$ cat src/rtl/sig_edge_detect_pkg.sv
// Shared constants for the edge detector: default parameters, legal ranges
// and the glitch-filter counter width helper.
package sig_edge_detect_pkg;

  localparam int DEF_NUM_CH           = 2;
  localparam int DEF_SYNC_STAGES      = 2;
  localparam int DEF_FILTER_LEN       = 3;
  localparam logic DEF_RESET_LEVEL    = 1'b1;

  localparam int MIN_NUM_CH           = 1;
  localparam int MAX_NUM_CH           = 32;
  localparam int MIN_SYNC_STAGES      = 2;
  localparam int MAX_SYNC_STAGES      = 4;
  localparam int MIN_FILTER_LEN       = 1;
  localparam int MAX_FILTER_LEN       = 255;

  // Width able to hold 0..filter_len, i.e. ceil(log2(filter_len+1)), never below 1.
  function automatic int cnt_width(input int filter_len);
    int w;
    w = $clog2(filter_len + 1);
    return (w < 1) ? 1 : w;
  endfunction

endpackage

$ cat src/rtl/sig_edge_chan.sv
// One channel: synchroniser chain, optional glitch filter (SIG_EDGE_DETECT_FILTER_EN)
// and registered rising/falling pulse outputs.
module sig_edge_chan
  import sig_edge_detect_pkg::*;
#(
  parameter int   SYNC_STAGES = DEF_SYNC_STAGES,
`ifdef SIG_EDGE_DETECT_FILTER_EN
  parameter int   FILTER_LEN  = DEF_FILTER_LEN,
`endif
  parameter logic RESET_LEVEL = DEF_RESET_LEVEL
) (
  input  logic clk,
  input  logic n_rst,
  input  logic sig_in,
  input  logic ch_en,
  output logic level_out,
  output logic rising_edge_found,
  output logic falling_edge_found
);

  logic [SYNC_STAGES-1:0] sync_q;
  logic [SYNC_STAGES-1:0] sync_d;
  logic                   level_q;
  logic                   level_d;
  logic                   rise_q;
  logic                   rise_d;
  logic                   fall_q;
  logic                   fall_d;
  logic                   sync_out;
  logic                   accept;

  assign sync_out = sync_q[SYNC_STAGES-1];

`ifdef SIG_EDGE_DETECT_FILTER_EN
  localparam int             CW       = cnt_width(FILTER_LEN);
  localparam logic [CW-1:0]  CNT_LAST = CW'(FILTER_LEN - 1);

  logic [CW-1:0] cnt_q;
  logic [CW-1:0] cnt_d;

  // Count consecutive mismatches; the FILTER_LEN-th one accepts the new level
  // and restarts the count, so the counter tops out at FILTER_LEN-1.
  always_comb begin
    cnt_d  = '0;
    accept = 1'b0;
    if (sync_out != level_q) begin
      if (cnt_q == CNT_LAST) begin
        accept = 1'b1;
      end else begin
        cnt_d = cnt_q + 1'b1;
      end
    end
  end

  always_ff @(posedge clk) begin
    if (!n_rst) begin
      cnt_q <= '0;
    end else begin
      cnt_q <= cnt_d;
    end
  end
`else
  assign accept = (sync_out != level_q);
`endif

  // Pulses are decided from the same accept that moves level, so they line up
  // with the first cycle of the new level; ch_en only masks the pulses.
  always_comb begin
    sync_d  = {sync_q[SYNC_STAGES-2:0], sig_in};
    level_d = accept ? sync_out : level_q;
    rise_d  = accept & ch_en & sync_out;
    fall_d  = accept & ch_en & ~sync_out;
  end

  always_ff @(posedge clk) begin
    if (!n_rst) begin
      sync_q  <= {SYNC_STAGES{RESET_LEVEL}};
      level_q <= RESET_LEVEL;
      rise_q  <= 1'b0;
      fall_q  <= 1'b0;
    end else begin
      sync_q  <= sync_d;
      level_q <= level_d;
      rise_q  <= rise_d;
      fall_q  <= fall_d;
    end
  end

  assign level_out          = level_q;
  assign rising_edge_found  = rise_q;
  assign falling_edge_found = fall_q;

endmodule

$ cat src/rtl/sig_edge_detect.sv
// Multi-channel synchronising edge detector; define SIG_EDGE_DETECT_FILTER_EN
// to compile in the per-channel glitch filter.
module sig_edge_detect
  import sig_edge_detect_pkg::*;
#(
  parameter int   NUM_CH      = DEF_NUM_CH,
  parameter int   SYNC_STAGES = DEF_SYNC_STAGES,
  parameter int   FILTER_LEN  = DEF_FILTER_LEN,
  parameter logic RESET_LEVEL = DEF_RESET_LEVEL
) (
  input  logic              clk,
  input  logic              n_rst,
  input  logic [NUM_CH-1:0] sig_in,
  input  logic [NUM_CH-1:0] ch_en,
  output logic [NUM_CH-1:0] level_out,
  output logic [NUM_CH-1:0] rising_edge_found,
  output logic [NUM_CH-1:0] falling_edge_found
);

  // FILTER_LEN is range-checked even when the filter is compiled out so a bad
  // value is caught before someone enables the filter.
  if (NUM_CH < MIN_NUM_CH || NUM_CH > MAX_NUM_CH) begin : g_bad_num_ch
    $error("sig_edge_detect: NUM_CH=%0d outside %0d..%0d", NUM_CH, MIN_NUM_CH, MAX_NUM_CH);
  end
  if (SYNC_STAGES < MIN_SYNC_STAGES || SYNC_STAGES > MAX_SYNC_STAGES) begin : g_bad_sync
    $error("sig_edge_detect: SYNC_STAGES=%0d outside %0d..%0d",
           SYNC_STAGES, MIN_SYNC_STAGES, MAX_SYNC_STAGES);
  end
  if (FILTER_LEN < MIN_FILTER_LEN || FILTER_LEN > MAX_FILTER_LEN) begin : g_bad_filter
    $error("sig_edge_detect: FILTER_LEN=%0d outside %0d..%0d",
           FILTER_LEN, MIN_FILTER_LEN, MAX_FILTER_LEN);
  end

  for (genvar gi = 0; gi < NUM_CH; gi++) begin : g_ch
    sig_edge_chan #(
      .SYNC_STAGES (SYNC_STAGES),
`ifdef SIG_EDGE_DETECT_FILTER_EN
      .FILTER_LEN  (FILTER_LEN),
`endif
      .RESET_LEVEL (RESET_LEVEL)
    ) u_chan (
      .clk                (clk),
      .n_rst              (n_rst),
      .sig_in             (sig_in[gi]),
      .ch_en              (ch_en[gi]),
      .level_out          (level_out[gi]),
      .rising_edge_found  (rising_edge_found[gi]),
      .falling_edge_found (falling_edge_found[gi])
    );
  end

endmodule
$ cat config.mk
export PLATFORM = sky130hd
export DESIGN_NAME = sig_edge_detect
export DESIGN_NICKNAME = d
export VERILOG_FILES = /design/src/rtl/sig_edge_detect_pkg.sv /design/src/rtl/sig_edge_chan.sv /design/src/rtl/sig_edge_detect.sv
export SDC_FILE = /design/constraint.sdc
export NUM_CORES = 1
export LEC_CHECK = 0
export CORE_AREA = 2 2 40 42
export DETAILED_ROUTE_END_ITERATION = 7
export DIE_AREA = 0 0 42 44
export HOLD_SLACK_MARGIN = 0.02
export PLACE_DENSITY_LB_ADDON = 0.1
export SKIP_LAST_GASP = 1
export SLEW_MARGIN = 25
export SYNTH_ARGS = -nofsm -noshare
export SYNTH_HDL_FRONTEND = slang
export SYNTH_SLANG_ARGS = --single-unit
$ cat constraint.sdc
create_clock -name clk -period 1.4 [get_ports clk]
set_clock_uncertainty 0.15 [all_clocks]
set_input_delay 0.21 -clock clk [delete_from_list [all_inputs] [get_ports clk]]
set_output_delay 0.21 -clock clk [all_outputs]
set_load 0.03 [all_outputs]
run_1/flops_by_reg.png
Other sequential cells in the stronger grey, the rest of the logic in the fainter grey.
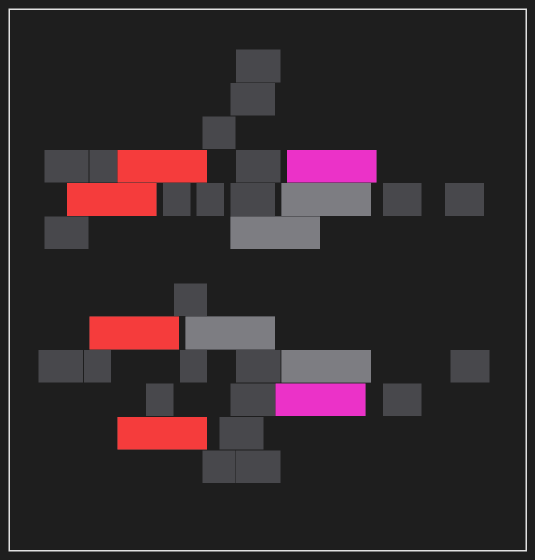
| netlist name | colour | flops |
|---|---|---|
| `g_ch.u_chan.sync_q` | red | 4 |
| `g_ch.u_chan.rising_edge_found` | magenta | 2 |
not coloured: 4
FF+latch area: 200 um^2
sequential cell area share: 47.1%
sequential power: 296 uW

run_1/power_grid.png
Pins as bars on the die edge.
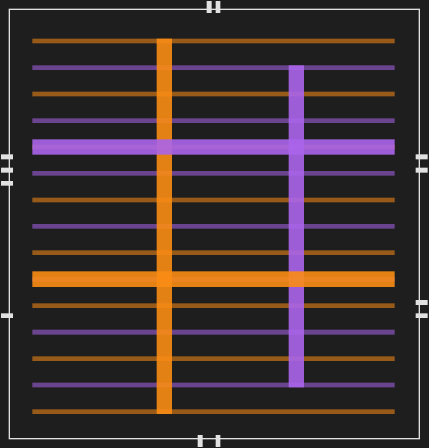
| net | colour |
|---|---|
| VDD | purple |
| VSS | orange |
signal pins: 12
rows: 14
met1 rails: 15
Core Area: 1420 um^2
Worst VDD drop: 0.384 mV
Die Wd: 42 um
Die Y: 44 um

==> flow_metrics.tcl, run 1 <==
# metrics dict for downstream scripts
set metrics [dict create \
    areaGrowthSynthToFinish_pct 31.8 \
    r2r_setup_slack_ps 610 \
    min_period_over_period_pct 95.2 \
    grt_pass1_wl_um 662 \
    critical_path_buf_inv_count 1 \
    clk_latency_ps 250 \
    combPwrFrac_pct 6.5 \
    worstPathRequired_ps 1040 \
    initCoreUtil_pct 22.8 \
    synth_flops 10 \
    power_density_nw_per_um2 1210 \
    r2r_end "g_ch[0].u_chan.rising_edge_found" \
    synth_warnings 0 \
    clockBufferDepth 2 \
    startpoint_type "flop" \
    ys_sh_mux_pct 0 \
    slew_viol_final 0 \
    rsz0062_at_grt "false" \
    drtAntennaViolNets 0 \
    post-cts-setup-buffers 0 \
    grt_max_degree 11 \
    status "completed" \
    seqPwrFrac_pct 57.3 \
    numPortBuffers 11 \
    htreeDepth 1 \
    dp_cells 47 \
    drc 0 \
    adder_share_pct 0 \
    yosys_area_um2 323 \
    finalWorstSetupSlack_ps 67.8 \
    p_leak_nw 0.193 \
    top_logic_kind "simple AND/OR/NAND/NOR gates" \
    largest_reg_flops 4 \
    post-route-util_pct 30.0 \
    comb_area_um2 77.6 \
    cts_root_buf "clkbuf_4" \
    internal-power_uw 412 \
    min_from "g_ch[1].u_chan.sync_q[0]" \
    avgRoutedWirePerCell_um 7.88 \
    r2r_start "g_ch[0].u_chan.level_out" \
    worstSetupPathType "reg2out" \
    arrival_ps 970 \
    critPathMaxStageDelay_ps 370 \
    crit_end "level_out[0]" \
    grt_overflow 0 \
    max-cap-violations 0 \
    top_area_cell "dfxtp_1" \
    clkTransAtPathRegs_ps 60 \
    relSlewSlack_pct 79.8 \
    final-hold-violation-count 0 \
    p_switching_uw 104 \
    pre_cts_ws_ps 40.4 \
    xor_share_pct 0 \
    tritoncts "built" \
    cp_slowest_cell "clkdlybuf4s15_1" \
    vias_per_cell 3.64 \
    firstDrtPassIters 2 \
    synth_cell_types 4 \
    grtUsageTotal_pct 5.49 \
    synth_largest_type_area_fraction_pct 62.0 \
    netlist_area_um2 323 \
    total_power_uw 516 \
    dr_total_vias 182 \
    die_area_um2 1850 \
    drt-total-wl_um 394 \
    grt_pass1_vias 155 \
    compound_area_share_pct 0 \
    largest_register "g_ch.u_chan.sync_q" \
    ys_cells 26 \
    cts.sink_count 10 \
]
run_1/logic_types.png
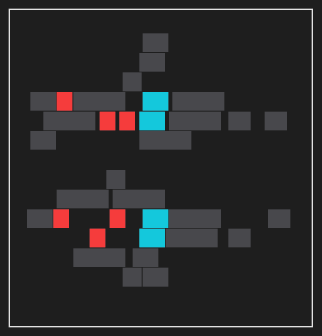
| family | colour | cells |
|---|---|---|
| AND and OR gates | cyan | 4 |
| NAND gates | red | 6 |
Non-Filler Instances: 50
most frequent logic cell in the layout: dfxtp_1

run 1: area by class of cell:
class | count | area share, %
clock buffers | 3 | 5.29
flip-flops and latches | 10 | 47.1
repair buffers | 11 | 24.7
well taps | 16 | 4.71
multi-input cells | 10 | 18.2
run 1: repair_timing:
action,in CTS,in global routing
endpoints found under the setup margin,6,2
pin swaps,0,0
cloned,0,0
gates resized,6,2
run 1: routing by layer:
layer	global-route usage, %	vias to the layer above	routed length (um)
met5	0	-	0
met4	9.68	0	8
met3	2.50	2	27
met2	7.19	8	170
met1	4.79	75	187
li1	-	97	-
run 1: synth_stat cells (all sizes together):
cell and count:
and4b 4, buf 6, nand2b 6, dfxtp 10
run 1: cells by family after synthesis:
family                 count (synthesis)
AND/OR/NAND/NOR                       10
flip-flops                            10
buffers and inverters                  6
==> run 1 -> run 2 <==
Clock period 1.4 ns to 1.28 ns, I/O delays scaled along.
==> flow_metrics.tcl, run 2 <==
# metrics dict for downstream scripts
set metrics [dict create \
    cts_root_buf "clkbuf_4" \
    adder_share_pct 0 \
    grtUsageTotal_pct 5.34 \
    max-cap-violations 0 \
    clkTransAtPathRegs_ps 60 \
    top_layer_used "met3" \
    flop_cell "dfxtp_1" \
    inverters_excl_clock 0 \
    clockBufferDepth 2 \
    total_power_uw 637 \
    peakVddDrop_mv 0.491 \
    clk_latency_ps 260 \
    dieWidth_um 42 \
    slew_viol_final 0 \
    logic_gates 10 \
    avgRoutedWirePerCell_um 7.94 \
    r2r_end "g_ch[0].u_chan.rising_edge_found" \
    use_met2_pct 5.63 \
    pre_cts_ws_ps -5.75 \
    yosys_area_um2 323 \
    nonClkBufAreaFrac_pct 22.2 \
    top_area_cell "dfxtp_1" \
    grt_overflow 0 \
    status "completed" \
    rsz0062_at_grt "false" \
    largest_reg_flops 4 \
    grt_pass1_wl_um 627 \
    combAreaFraction_pct 18.1 \
    dr_total_vias 187 \
    min_period_over_period_pct 86.6 \
    worstSetupPathType "reg2out" \
    xor_share_pct 0 \
    core-area_um2 1420 \
    yosys-top-cells-count "dfxtp_1 (10), buf_4 (6), nand2b_1 (6)" \
    met1Wirelength_um 177 \
    top_logic_kind "simple AND/OR/NAND/NOR gates" \
    power_density_nw_per_um2 1480 \
    final-hold-violation-count 0 \
    finalWorstSetupSlack_ps 172 \
    ys_cells 26 \
    critical_path_buf_inv_count 1 \
    startpoint_type "flop" \
    drt-total-wl_um 405 \
    grt_use_met1_pct 5.09 \
    largestClassByArea "sequential cells" \
    drc 0 \
    buffers 11 \
    synth-edff-count 0 \
    post-cts-setup-buffers 0 \
    grt_max_degree 11 \
    compound_area_share_pct 0 \
    register_area_um2 200 \
    min_from "g_ch[1].u_chan.sync_q[0]" \
    synth_flops 10 \
    synth_warnings 0 \
    synth_largest_type_area_fraction_pct 62.0 \
    grt_pass1_vias 154 \
    vias_per_cell 3.67 \
    tapCellCount 16 \
    met3_usage_pct 4.58 \
    dp_cells 47 \
    initCoreUtil_pct 22.8 \
    arrival_ps 770 \
    synth_cell_types 4 \
    wl_met2_um 174 \
    comb_area_um2 77.6 \
    r2r_setup_slack_ps 490 \
]
==> run 2: logic make-up after synthesis <==
family | Yosys count
buffers and inverters | 6
AND/OR/NAND/NOR | 10
flip-flops | 10
==> run 2: where the power goes <==
group	internal [mW]	switching (mW)
Sequential	0.320	0.00329
Combinational	0.0227	0.0146
Clock	0.173	0.104
==> run 2: how the worst max path moves through the flow <==
stage / startpoint / end / slack [ps] / cells after the start
finish: g_ch[1].u_chan.level_out / level_out[1] / 170 / 1
global route: g_ch[0].u_chan.level_out / level_out[0] / 130 / 1
CTS: g_ch[0].u_chan.level_out / level_out[0] / 150 / 1
detailed placement: n_rst / g_ch[1].u_chan.rising_edge_found / -6 / 2
global placement: n_rst / g_ch[1].u_chan.rising_edge_found / 20 / 2
floorplan: g_ch[0].u_chan.level_out / level_out[0] / 480 / 1
run_2/flops_by_reg.png
Other sequential cells in the stronger grey, the rest of the logic in the fainter grey.
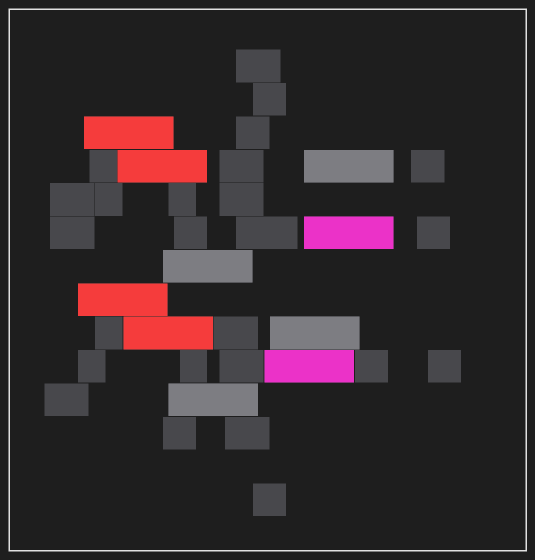
| netlist name | colour | flops |
|---|---|---|
| `g_ch.u_chan.sync_q` | red | 4 |
| `g_ch.u_chan.rising_edge_found` | magenta | 2 |
sequential cell area share: 46.6%
sequential power: 324 uW
Core Util, Final: 30.2%

==> run 2 -> run 3 <==
Settings changed: DONT_BUFFER_PORTS from default to 1.
==> flow_metrics.tcl, run 3 <==
# metrics dict for downstream scripts
set metrics [dict create \
    status "completed" \
    min_period_over_period_pct 86.3 \
    critical_path_buf_inv_count 1 \
    async_reset_ff_share_pct 0 \
    r2r_setup_slack_ps 490 \
    clockBufferDepth 2 \
    grt_max_degree 11 \
    worstSetupPathType "reg2out" \
    dieWidth_um 42 \
    areaGrowthSynthToFinish_pct 19.4 \
    power.clock.fraction_pct 36.7 \
    met3WireLength_um 41 \
    total_power_uw 562 \
    largest_reg_flops 4 \
    compound_area_share_pct 0 \
    synth_largest_type_area_fraction_pct 62.0 \
    pre_cts_ws_ps 450 \
    numPortBuffers 0 \
    top_layer_used "met4" \
    grt_overflow 0 \
    synth_flops 10 \
    initCoreUtil_pct 22.8 \
    hold_path_depth 1 \
    busiest_layer "met4" \
    ctsResizeCount 0 \
    avgRoutedWirePerCell_um 9.41 \
    p_leak_nw 0.161 \
    comb_area_um2 77.6 \
    grtUsageTotal_pct 6.03 \
    switching_share_pct 20.6 \
    synth_cell_types 4 \
    post-cts-setup-buffers 0 \
    critPathMaxStageDelay_ps 340 \
    drtAntennaViolNets 0 \
    core-area_um2 1420 \
    clkTransAtPathRegs_ps 60 \
    seqPwrFrac_pct 58.2 \
    dr_total_vias 179 \
    min_from "g_ch[1].u_chan.sync_q[0]" \
    most_common_cell "dfxtp_1" \
    drt-total-wl_um 433 \
    use_met2_pct 7.50 \
    top_logic_kind "simple AND/OR/NAND/NOR gates" \
    relSlewSlack_pct 79.3 \
    cts.sink_count 10 \
    finalSetupViolCount 0 \
    vias_per_cell 3.89 \
    final-hold-violation-count 0 \
    cts_root_buf "clkbuf_4" \
    rsz0062_at_grt "false" \
    dp_cells 38 \
    power_density_nw_per_um2 1460 \
    arrival_ps 760 \
    xor_share_pct 0 \
    drc 0 \
    antenna_found_initial 0 \
    wl_met2_um 188 \
    synth.avg_cell_area_um2 12.4 \
    finalWorstSetupSlack_ps 175 \
    crit_cells 1 \
    r2r_start "g_ch[1].u_chan.level_out" \
    adder_share_pct 0 \
    yosys_area_um2 323 \
    gp_congestion 0.557 \
    internal-power_uw 446 \
    clk_latency_ps 260 \
    worstPathRequired_ps 940 \
    startpoint_type "flop" \
    cp-startpoint "g_ch[1].u_chan.level_out" \
    yosys-top-cells-count "dfxtp_1 (10), buf_4 (6), nand2b_1 (6)" \
    tritoncts "built" \
    die_area_um2 1850 \
    r2r_end "g_ch[1].u_chan.rising_edge_found" \
    htreeDepth 1 \
    top_area_cell "dfxtp_1" \
    grt_use_met1_pct 5.57 \
    grt_pass1_vias 174 \
    grt_pass1_wl_um 731 \
    fin_cells 46 \
    final_common_cell "dfxtp_1" \
    p_switching_uw 116 \
    met1Wirelength_um 194 \
    largest_register "g_ch.u_chan.sync_q" \
    register_area_um2 200 \
    max-cap-violations 0 \
    crit_end "level_out[1]" \
    warning_count 26 \
    post-route-util_pct 27.2 \
    netlist_area_um2 323 \
    ys_sh_mux_pct 0 \
    synth-edff-count 0 \
    cp_slowest_cell "dfxtp_1" \
    ys_cells 26 \
    firstDrtPassIters 2 \
    die_h_um 44 \
    synth_warnings 0 \
    met3_usage_pct 3.33 \
    slew_viol_final 0 \
    combPwrFrac_pct 5.1 \
    nets 38 \
    flop_cell "dfxtp_1" \
]
run 3: cell counts after synthesis:
No cell type changed its count.
run 3: logic make-up after synthesis:
logic type	Yosys count
buffers and inverters	6
flip-flops	10
AND/OR/NAND/NOR	10
run 3: power groups by stage:
stage                     Clock (mW)  Combinational (mW)  Sequential (mW)
after CTS                      0.217              0.0291            0.327
after floorplan                    0              0.0183            0.330
after global placement             0              0.0131            0.334
after global routing           0.231              0.0317            0.328
final                          0.206              0.0289            0.327
after detailed placement           0              0.0134            0.334
run 3: layout make-up:
class | instances | share of cell area, %
Clock buffer | 3 | 5.84
Multi-Input combinational cell | 10 | 20.1
Sequential cell | 10 | 51.9
Tap cell | 16 | 5.19
Timing Repair Buffer | 7 | 16.9
run_3/power_grid.png
Pins as bars on the die edge.
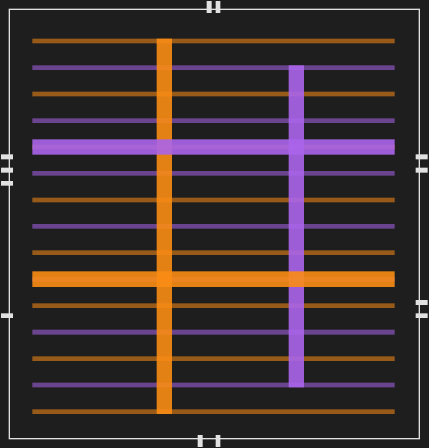
| net | colour |
|---|---|
| VDD | purple |
| VSS | orange |
rows: 14
met1 rails: 15
met4 straps: 2
signal pins: 12
met5 straps: 2
Worst VDD drop: 0.462 mV


## Gallery

Clock wiring as the flow saved it.
panel A
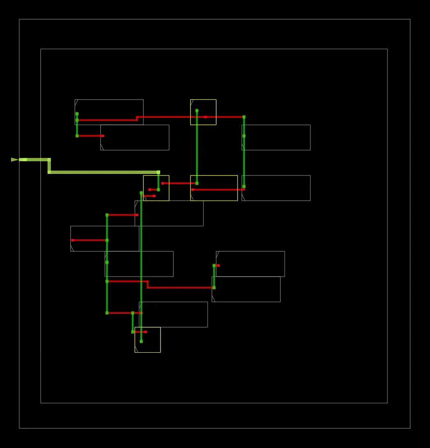
panel B
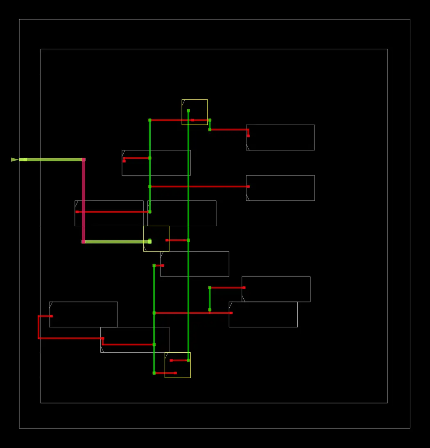
panel C
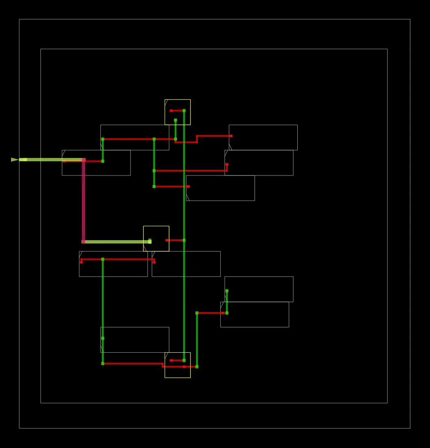
| picture | from |
|---|---|
| panel B | run 3 |
| panel C | run 1 |
| panel A | run 2 |

Power is estimated from default activity; no workload was simulated.
